## src/rtl/pipe_ctrl.sv

```systemverilog
// ---------------------------------------------------------------------------
// pipe_ctrl
// ---------------------------------------------------------------------------
// Central pipeline sequencer for the 5-stage RISC-V core.  It merges the
// load-use stall, EX-stage branch redirects, multi-cycle MDU waits and
// fault-detection events.  From these it drives the per-stage register
// enables, the per-stage bubble (flush) controls and the PC-select code.
// A fault starts a bounded replay from the faulting instruction.  Once the
// retry budget is used up, the core halts until a debug release arrives.
//
// Parameters
//   MAX_RETRY      replays allowed before HALT (1..15)
//   REPLAY_CYCLES  number of cycles spent in REPLAY (2..15)
//
// Ports
//   clk                 core clock
//   rst_n               asynchronous active-low reset
//   load_use_stall      ID needs the result of a load still in EX
//   branch_taken_ex     branch/jump in EX resolved taken
//   mdu_start_ex        multi-cycle MDU op occupies EX this cycle
//   mdu_done            MDU result valid this cycle
//   fault_detected      fault checker flags the instruction in MEM
//   retire_wb           instruction retired cleanly in WB
//   fault_clear         debug release from HALT
//   pc_en .. mem_wb_en  pipeline register enables
//   if_id_flush ..      insert a bubble into that pipeline register
//   pc_sel              00 PC+4, 01 branch target, 10 replay PC
//   replay_pc_capture   latch the MEM-stage PC into the replay register
//   mdu_abort           cancel the in-flight MDU op
//   state               00 RUN, 01 MDU_WAIT, 10 REPLAY, 11 HALT
//   retry_cnt           consecutive replays since the last clean retire
//   halted              high while in HALT
// ---------------------------------------------------------------------------
module pipe_ctrl #(
   parameter int MAX_RETRY     = 3,
   parameter int REPLAY_CYCLES = 2
) (
   input  logic       clk,
   input  logic       rst_n,
   input  logic       load_use_stall,
   input  logic       branch_taken_ex,
   input  logic       mdu_start_ex,
   input  logic       mdu_done,
   input  logic       fault_detected,
   input  logic       retire_wb,
   input  logic       fault_clear,
   output logic       pc_en,
   output logic       if_id_en,
   output logic       id_ex_en,
   output logic       ex_mem_en,
   output logic       mem_wb_en,
   output logic       if_id_flush,
   output logic       id_ex_flush,
   output logic       ex_mem_flush,
   output logic [1:0] pc_sel,
   output logic       replay_pc_capture,
   output logic       mdu_abort,
   output logic [1:0] state,
   output logic [3:0] retry_cnt,
   output logic       halted
);

   typedef enum logic [1:0] {
      ST_RUN      = 2'b00,
      ST_MDU_WAIT = 2'b01,
      ST_REPLAY   = 2'b10,
      ST_HALT     = 2'b11
   } state_t;

   localparam logic [1:0] PC_PLUS4  = 2'b00;
   localparam logic [1:0] PC_BRANCH = 2'b01;
   localparam logic [1:0] PC_REPLAY = 2'b10;

   localparam logic [3:0] RETRY_LIMIT = 4'(MAX_RETRY);
   localparam logic [3:0] REPLAY_LOAD = 4'(REPLAY_CYCLES - 1);

   state_t     cur_state;
   state_t     nxt_state;
   logic [3:0] retry_q;
   logic [3:0] retry_d;
   logic [3:0] replay_q;
   logic [3:0] replay_d;

   // A fault is only acted on while instructions are really flowing.  In
   // REPLAY and HALT the pipeline is already being drained or frozen, so a
   // fault flag there carries no meaning.
   logic in_exec;
   logic take_fault;

   assign in_exec    = (cur_state == ST_RUN) || (cur_state == ST_MDU_WAIT);
   assign take_fault = in_exec && fault_detected;

   // State, retry budget and replay countdown are the only storage.  Reset
   // returns everything to a clean RUN state, even in the middle of a
   // replay or a halt.
   always_ff @(posedge clk or negedge rst_n) begin
      if (!rst_n) begin
         cur_state <= ST_RUN;
         retry_q   <= 4'd0;
         replay_q  <= 4'd0;
      end else begin
         cur_state <= nxt_state;
         retry_q   <= retry_d;
         replay_q  <= replay_d;
      end
   end

   // Next-state and control decode.  All control outputs depend on the
   // current state and on this cycle's inputs, so stalls, flushes and
   // redirects take effect in the same cycle as their cause.  Each state
   // starts from the free-running defaults and overrides only what it must.
   always_comb begin
      nxt_state         = cur_state;
      retry_d           = retry_q;
      replay_d          = replay_q;
      pc_en             = 1'b1;
      if_id_en          = 1'b1;
      id_ex_en          = 1'b1;
      ex_mem_en         = 1'b1;
      mem_wb_en         = 1'b1;
      if_id_flush       = 1'b0;
      id_ex_flush       = 1'b0;
      ex_mem_flush      = 1'b0;
      pc_sel            = PC_PLUS4;
      replay_pc_capture = 1'b0;
      mdu_abort         = 1'b0;

      if (take_fault) begin
         // Squash everything younger than the faulting op and keep the op
         // itself out of WB.  Fetch freezes so that the MEM-stage PC can be
         // captured and fetched again after the replay.  A fault outranks a
         // simultaneous branch, so no redirect to the branch target occurs.
         if_id_flush       = 1'b1;
         id_ex_flush       = 1'b1;
         ex_mem_flush      = 1'b1;
         mem_wb_en         = 1'b0;
         pc_en             = 1'b0;
         replay_pc_capture = 1'b1;
         mdu_abort         = (cur_state == ST_MDU_WAIT);
         if (retry_q < RETRY_LIMIT) begin
            retry_d   = retry_q + 4'd1;
            nxt_state = ST_REPLAY;
            replay_d  = REPLAY_LOAD;
         end else begin
            nxt_state = ST_HALT;
         end
      end else begin
         // A clean retire ends the run of consecutive faults.
         if (in_exec && retire_wb) begin
            retry_d = 4'd0;
         end

         case (cur_state)
            ST_RUN: begin
               if (branch_taken_ex) begin
                  pc_sel      = PC_BRANCH;
                  if_id_flush = 1'b1;
                  id_ex_flush = 1'b1;
               end else if (mdu_start_ex && !mdu_done) begin
                  // Hold the front end and feed bubbles into MEM while the
                  // MDU is busy.  An op that finishes in its first cycle
                  // needs no stall at all.
                  pc_en        = 1'b0;
                  if_id_en     = 1'b0;
                  id_ex_en     = 1'b0;
                  ex_mem_flush = 1'b1;
                  nxt_state    = ST_MDU_WAIT;
               end else if (load_use_stall) begin
                  pc_en       = 1'b0;
                  if_id_en    = 1'b0;
                  id_ex_flush = 1'b1;
               end
            end

            ST_MDU_WAIT: begin
               // Branch and load-use requests are stale while EX is held,
               // so only completion of the MDU op matters here.
               if (mdu_done) begin
                  nxt_state = ST_RUN;
               end else begin
                  pc_en        = 1'b0;
                  if_id_en     = 1'b0;
                  id_ex_en     = 1'b0;
                  ex_mem_flush = 1'b1;
               end
            end

            ST_REPLAY: begin
               // Drain the pipe with bubbles.  On the last cycle, fetch
               // restarts from the captured replay PC.
               if_id_flush  = 1'b1;
               id_ex_flush  = 1'b1;
               ex_mem_flush = 1'b1;
               mem_wb_en    = 1'b0;
               pc_en        = 1'b0;
               if (replay_q == 4'd0) begin
                  pc_en     = 1'b1;
                  pc_sel    = PC_REPLAY;
                  nxt_state = ST_RUN;
               end else begin
                  replay_d = replay_q - 4'd1;
               end
            end

            ST_HALT: begin
               // Freeze every register.  Only a debug release brings the
               // core back, and it does so through a fresh replay with a
               // full retry budget.
               pc_en     = 1'b0;
               if_id_en  = 1'b0;
               id_ex_en  = 1'b0;
               ex_mem_en = 1'b0;
               mem_wb_en = 1'b0;
               if (fault_clear) begin
                  retry_d   = 4'd0;
                  nxt_state = ST_REPLAY;
                  replay_d  = REPLAY_LOAD;
               end
            end

            default: begin
               nxt_state = ST_RUN;
            end
         endcase
      end

      // While reset is held, the pipeline registers are frozen and filled
      // with bubbles.  Pulse outputs stay low.
      if (!rst_n) begin
         pc_en             = 1'b0;
         if_id_en          = 1'b0;
         id_ex_en          = 1'b0;
         ex_mem_en         = 1'b0;
         mem_wb_en         = 1'b0;
         if_id_flush       = 1'b1;
         id_ex_flush       = 1'b1;
         ex_mem_flush      = 1'b1;
         pc_sel            = PC_PLUS4;
         replay_pc_capture = 1'b0;
         mdu_abort         = 1'b0;
      end
   end

   assign state     = cur_state;
   assign retry_cnt = retry_q;
   assign halted    = (cur_state == ST_HALT);

endmodule

```

## config.mk

```make
export PLATFORM = sky130hd
export DESIGN_NAME = pipe_ctrl
export DESIGN_NICKNAME = d
export VERILOG_FILES = /design/src/rtl/pipe_ctrl.sv
export SDC_FILE = /design/constraint.sdc
export NUM_CORES = 1
export LEC_CHECK = 0
export CORE_MARGIN = 8
export CORE_UTILIZATION = 45
export DETAILED_ROUTE_END_ITERATION = 12
export HOLD_SLACK_MARGIN = 0.03
export PLACE_DENSITY = 0.85
export SETUP_SLACK_MARGIN = 0.2
export SLEW_MARGIN = 20
export SYNTH_ARGS = -nofsm -noshare
export SYNTH_HDL_FRONTEND = slang
export SYNTH_SLANG_ARGS = --single-unit
```

## constraint.sdc

```tcl
create_clock -name clk -period 3.3 [get_ports clk]
set_clock_uncertainty 0.2 [all_clocks]
set_input_delay 0.99 -clock clk [delete_from_list [all_inputs] [get_ports clk]]
set_output_delay 0.99 -clock clk [all_outputs]
set_load 0.1 [all_outputs]
```

### Cells colored by class, run 1

Scale: 4 px per um.
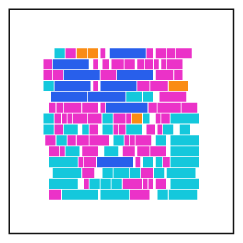
Cyan shows other buffers and delay cells, cells 41. Blue shows flops, cells 10. Magenta shows all other logic, cells 74. Orange shows clock drivers and dummy loads, cells 4.
sequential share of cell area: 0.1914
Core Area: 1489 um2
Final Core Density: 0.8958
post-route cell area: 1334 um2
# rows: 14

### Clock network drawn from the DEF, run 1

Scale: 4 px per um.
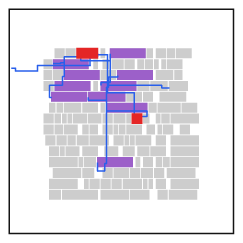
Red shows cells driving clock nets, count 3. Blue shows clock wires, length 161 um. Purple shows flip-flops, count 10.
There are 4 routed clock nets.
power share of the clock group: 0.107
clk pwr: 115 uW
clock latency on the worst-skew pair: 0.28 ns

==> results.json, run 1 <==
{
  "fin_crit_sh": 0.9553,
  "rsz0062_at_grt": "yes",
  "fin_crit_ns": 3.153,
  "grt_max_degree": 15,
  "seq_power_share": 0.215,
  "end_kind": "output pin",
  "yosys.stat.chipArea_um2": 709.4,
  "fmax_mhz": 317.2,
  "clkSinkCount": 10,
  "p_int_uw": 494.2,
  "netlist_top_cells_count": "dfrtp_1 (10), nor2_1 (9), nand2_1 (8)",
  "wl_per_cell_um": 18.94,
  "power.share.switching": 0.5426,
  "setup_viol": 0,
  "drive_gt1_frac": 0.5271,
  "crit_chain": "buf_6 -> nand2b_4 -> a21oi_2 -> or3_4 -> a21boi_4 -> buf_12",
  "synth_stat.cells": 86,
  "yosys-top-cells-area": "dfrtp_1 (35%), and2_1 (6.2%), ha_1 (5.3%)",
  "routed_wl_mm": 2.746,
  "cts_buffer_depth": 2,
  "status": "completed",
  "syn_nets": 98,
  "gr-total-overflow": 0,
  "die_y_um": 55.71,
  "via_count": 850,
  "p_sw_uw": 586.2,
  "max_stage_delay_ns": 0.36,
  "dr.pass1.iters": 4,
  "dominantRegCellSynth": "dfrtp_1",
  "ys_seq_frac": 0.3527,
  "fp_util": 0.4765,
  "final_cell_count_no_fill": 145,
  "layout_setup_ws_ns": 0.1475,
  "crit_fanout": 2,
  "top_area_frac": 0.3527,
  "hold_violations": 0,
  "grt_pass1_wl_mm": 4.209,
  "syn_area_um2": 709.4,
  "synth_cells": 86,
  "met3WireLength_um": 150,
  "worstSetupPathType": "primary input to output pin",
  "tool_warnings": 30,
  "wl_met1_mm": 1.030,
  "drc_errors": 0,
  "antenna_cells": 0,
  "critPathSlowestCell": "or3_4",
  "syn_area_per_cell_um2": 8.249,
  "wl_met2_mm": 1.467,
  "area.growth.synth_to_final_pct": 88.01,
  "edf_count": 0,
  "post-place-ws_ns": -0.3775,
  "synth_top_cell_by_count": "dfrtp_1",
  "viasPerCell": 5.862
}
### Sequential cells colored by netlist name, run 1

Scale: 4 px per um.
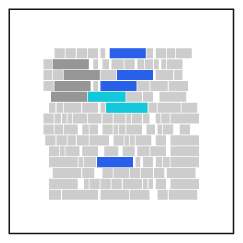
Blue shows replay_q, placed flops 4. Cyan shows state, placed flops 2.
Another 4 sequential cells are not colored.
Sequential cell area: 255.2 um2
Flop+latch power: 232 uW

### Port wiring, run 1

Scale: 8 px per um.
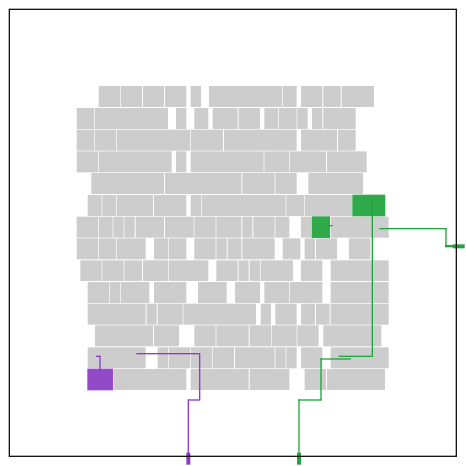
Purple shows id_ex_en, bits 1, direction output, end cells 1, buffers 1, wire 24.1 um. Green shows pc_sel, bits 2, direction output, end cells 2, buffers 2, wire 53.8 um.
I/O pin count: 28
count of input and output buffers: 27

[run 1: cell families (layout without fill, tap and decap cells)]
kind of cell,Yosys count,in the layout,share of synthesized area
muxes,1,1,0.01587
adders and majority gates,3,3,0.05292
DFF,10,10,0.3527
and+or+nand+nor,46,46,0.3580
buffers and inverters,7,50,0.04057
AOI/OAI and AO/OA,19,19,0.1799
[run 1: metrics by stage]
step                hold WS, ns  TNS [ns]
floorplan                0.2658    -2.295
global placement         0.2865    -1.167
detailed placement       0.3053    -1.458
CTS                      0.3142         0
global route             0.3359         0
finish                   0.3201         0
[run 1: power groups by stage]
stage | clock network, mW | logic [mW] | registers (mW)
after floorplan | 0 | 0.388 | 0.318
after global placement | 0 | 0.676 | 0.219
after detailed placement | 0 | 0.697 | 0.225
after CTS | 0.116 | 0.708 | 0.225
after global routing | 0.119 | 0.763 | 0.239
final | 0.115 | 0.733 | 0.232
[run 1: critical path: cells and delay by family]
family,cells,cell delay [ns]
AND-OR/OR-AND,2,0.24
AND/OR/NAND/NOR,2,0.47
buffers and inverters,2,0.26
[run 1: state kept, by name (all words and copies together), names as in the netlist]
| signal | cells |
|---|---|
| replay_q | 4 |
| retry_cnt | 4 |
| state | 2 |
[run 1: layout by cell type (no fill, tap or decap), types with 2 or more instances in the layout]
| cell | Yosys | layout |
|---|---|---|
| ha_1 | 3 | 3 |
| buf_6 | 0 | 3 |
| a21oi_2 | 0 | 2 |
| buf_12 | 0 | 11 |
| nor2_1 | 9 | 7 |
| nor3_1 | 3 | 2 |
| nand3_1 | 2 | 2 |
| buf_4 | 0 | 20 |
| clkdlybuf4s50_1 | 0 | 2 |
| a21o_1 | 2 | 2 |
| and2_4 | 0 | 2 |
| nor2_4 | 0 | 3 |
| inv_1 | 5 | 4 |
| buf_2 | 2 | 3 |
| nand2b_1 | 5 | 2 |
| nand2b_4 | 0 | 3 |
| nor3_2 | 1 | 2 |
| nor2b_1 | 2 | 2 |
| nand2_1 | 8 | 8 |
| and2_1 | 7 | 4 |
| o21ai_0 | 3 | 2 |
| clkbuf_4 | 0 | 3 |
| dfrtp_1 | 10 | 8 |
[run 1: metal layers]
layer | vias to the layer above | GRT usage
met5 | - | 0
met4 | 0 | 0.06690
met3 | 12 | 0.04110
met2 | 41 | 0.3061
met1 | 413 | 0.1604
li1 | 384 | -
[run 1: final timing paths]
check / startpoint / to / slack (ns) / depth (start not counted)
worst min register to register: replay_q[0] / replay_q[0] / 0.32 / 1
worst max register to register: replay_q[0] / replay_q[2] / 1.28 / 6
worst max-delay path: mdu_done / if_id_en / 0.15 / 6
max in group asynchronous: rst_n / retry_cnt[2] / 2.09 / 2
min in group asynchronous: rst_n / replay_q[1] / 0.67 / 2
worst min-delay path: replay_q[0] / replay_q[0] / 0.32 / 1
[run 1: area by class of cell]
type                            count  share of cell area
Multi-Input combinational cell     69              0.3968
Inverter                            5             0.01407
Clock buffer                        4             0.02720
Sequential cell                    10              0.1914
Tap cell                           16             0.01501
Timing Repair Buffer               41              0.3555
[run 1: what timing repair did]
item | in CTS | in global routing
resized | 32 | 9
pin swaps | 5 | 4
buffers inserted | 2 | 0
endpoints found under the setup margin | 12 | 7
## Run 2: what changed since run 1
--- a/config.mk
+++ b/config.mk
@@ -6,10 +6,10 @@
 export NUM_CORES = 1
 export LEC_CHECK = 0
 export CORE_MARGIN = 8
-export CORE_UTILIZATION = 45
+export CORE_UTILIZATION = 38
 export DETAILED_ROUTE_END_ITERATION = 12
 export HOLD_SLACK_MARGIN = 0.03
-export PLACE_DENSITY = 0.85
+export PLACE_DENSITY = 0.77
 export SETUP_SLACK_MARGIN = 0.2
 export SLEW_MARGIN = 20
 export SYNTH_ARGS = -nofsm -noshare
==> constraint.sdc (replaced) <==
create_clock -name clk -period 2.6 [get_ports clk]
set_clock_uncertainty 0.2 [all_clocks]
set_input_delay 0.78 -clock clk [delete_from_list [all_inputs] [get_ports clk]]
set_output_delay 0.78 -clock clk [all_outputs]
set_load 0.1 [all_outputs]
### Cells colored by class, run 2

Scale: 4 px per um.
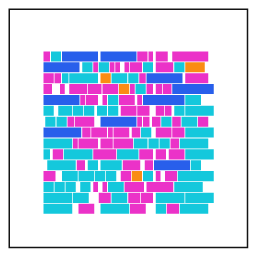
Core Area: 1745 um2
post-route cell area: 1630 um2
Final Core Density: 0.9341
sequential share of cell area: 0.1589
# rows: 15

==> results.json, run 2 <==
{
  "antenna_cells": 0,
  "yosys-top-cells-area": "dfrtp_1 (35%), and2_1 (6.2%), ha_1 (5.3%)",
  "critPathSlowestCell": "dfrtp_1",
  "via_count": 1029,
  "crit_fanout": 3,
  "rr_worst_depth": 8,
  "rr_startpoint": "state[1]",
  "ys_seq_frac": 0.3527,
  "top_area_frac": 0.3527,
  "die_y_um": 59.21,
  "wl_per_cell_um": 22.97,
  "setup_viol": 7,
  "syn_area_per_cell_um2": 8.249,
  "place.port_buffers": 27,
  "edf_count": 0,
  "post-place-ws_ns": -0.6221,
  "area.growth.synth_to_final_pct": 129.8,
  "syn_area_um2": 709.4,
  "dr.pass1.iters": 5,
  "fin_crit_sh": 1.104,
  "layout_setup_ws_ns": -0.2700,
  "ioPinCount": 28,
  "netlist_top_cells_count": "dfrtp_1 (10), nor2_1 (9), nand2_1 (8)",
  "yosys.stat.chipArea_um2": 709.4,
  "p_clk_frac": 0.094,
  "status": "complete, but fails checks",
  "tns_ns": -0.6716,
  "mostFrequentLayoutCell": "buf_4",
  "syn_nets": 98,
  "final_cell_count_no_fill": 173,
  "dominantRegCellSynth": "dfrtp_1",
  "synth_cells": 86,
  "cts_buffer_depth": 2,
  "end_kind": "output pin",
  "r2r_setup_slack_ns": 0.45,
  "clkSinkCount": 10,
  "violations": "setup timing",
  "routed_wl_mm": 3.973,
  "synth_stat.cells": 86,
  "p_sw_uw": 858.1,
  "grt_pass1_wl_mm": 4.491,
  "drc_errors": 0,
  "synth_top_cell_by_count": "dfrtp_1",
  "fp_util": 0.4065,
  "gr-total-overflow": 0,
  "worstSkewPairLatency_ns": 0.28,
  "tool_warnings": 30,
  "fin_crit_ns": 2.870,
  "power.share.switching": 0.5203,
  "p_int_uw": 791.0,
  "worstSetupPathType": "flip-flop to output pin",
  "drive_gt1_frac": 0.6757,
  "rr_endpoint": "replay_q[3]",
  "lay_top_cells": "buf_4 (30), buf_12 (15), buf_6 (8), nand2_1 (7), dfrtp_1 (7)"
}
-- run 2: cell count changes in the layout (fill, tap and decap cells not counted), sizes merged --
cell           previous run  this run
buf                      37        57
clkdlybuf4s15             1         0
clkinvlp                  0         1
inv                       5         4
-- run 2: power groups by stage --
stage / clock (mW) / sequential, mW / combinational (mW)
global route: 0.160 / 0.288 / 1.24
global placement: 0 / 0.280 / 0.913
detailed placement: 0 / 0.286 / 0.931
CTS: 0.147 / 0.278 / 1.07
finish: 0.154 / 0.286 / 1.21
floorplan: 0 / 0.407 / 0.509
-- run 2: kinds of logic after synthesis --
family / count (synthesis) / synth area share
DFF: 10 / 0.3527
muxes: 1 / 0.01587
buffers and inverters: 7 / 0.04057
adders and majority gates: 3 / 0.05292
and+or+nand+nor: 46 / 0.3580
AOI/OAI and AO/OA: 19 / 0.1799
-- run 2: layer usage --
layer | global-route usage | part of all wire | vias to the layer above
met1 | 0.1938 | 0.38 | 502
li1 | - | - | 422
met4 | 0.09215 | 0.054 | 0
met5 | 0 | 0 | -
met2 | 0.2820 | 0.49 | 80
met3 | 0.04121 | 0.076 | 25
-- run 2: layout make-up --
type,instances,area [um2],area share
clock buffer,4,36.28,0.02226
multi-input combinational,69,580.6,0.3561
sequential,10,259.0,0.1589
inverter,5,22.52,0.01381
timing repair buffer,60,700.7,0.4298
tap,25,31.28,0.01919
-- run 2: what timing repair did --
item / in CTS / in global routing
endpoints found under the setup margin: 13 / 12
resized: 52 / 12
buffers inserted: 10 / 9
pin swaps: 18 / 9
-- run 2: critical path: cells and delay by family (launching register included) --
| kind | cells | cell delay (ns) |
|---|---|---|
| AND/OR/NAND/NOR | 3 | 0.60 |
| flip-flops | 1 | 0.42 |
| adder cells (fa/ha/maj) | 1 | 0.13 |
| buffers and inverters | 2 | 0.29 |
| AND-OR/OR-AND | 1 | 0.16 |
-- run 2: worst max path at each step --
stage | startpoint | to | slack, ns
6_report | replay_q[0] | pc_en | -0.27
5_1_grt | replay_q[0] | pc_en | -0.29
4_1_cts | replay_q[0] | pc_en | -0.17
3_5_place_dp | mdu_done | if_id_en | -0.62
3_3_place_gp | mdu_done | if_id_en | -0.58
2_1_floorplan | state[1] | id_ex_flush | -1.36
-- run 2: metrics by stage --
| stage | area, um2 | total power, mW | util |
|---|---|---|---|
| 2_1_floorplan | 774.5 | 0.9167 | - |
| 3_3_place_gp | 1305 | 1.194 | 0.7477 |
| 3_5_place_dp | 1305 | 1.218 | 0.7477 |
| 4_1_cts | 1514 | 1.490 | 0.8674 |
| 5_1_grt | 1630 | 1.689 | 0.9341 |
| 6_report | 1630 | 1.649 | 0.9341 |
Power and IR drop assume default switching activity.
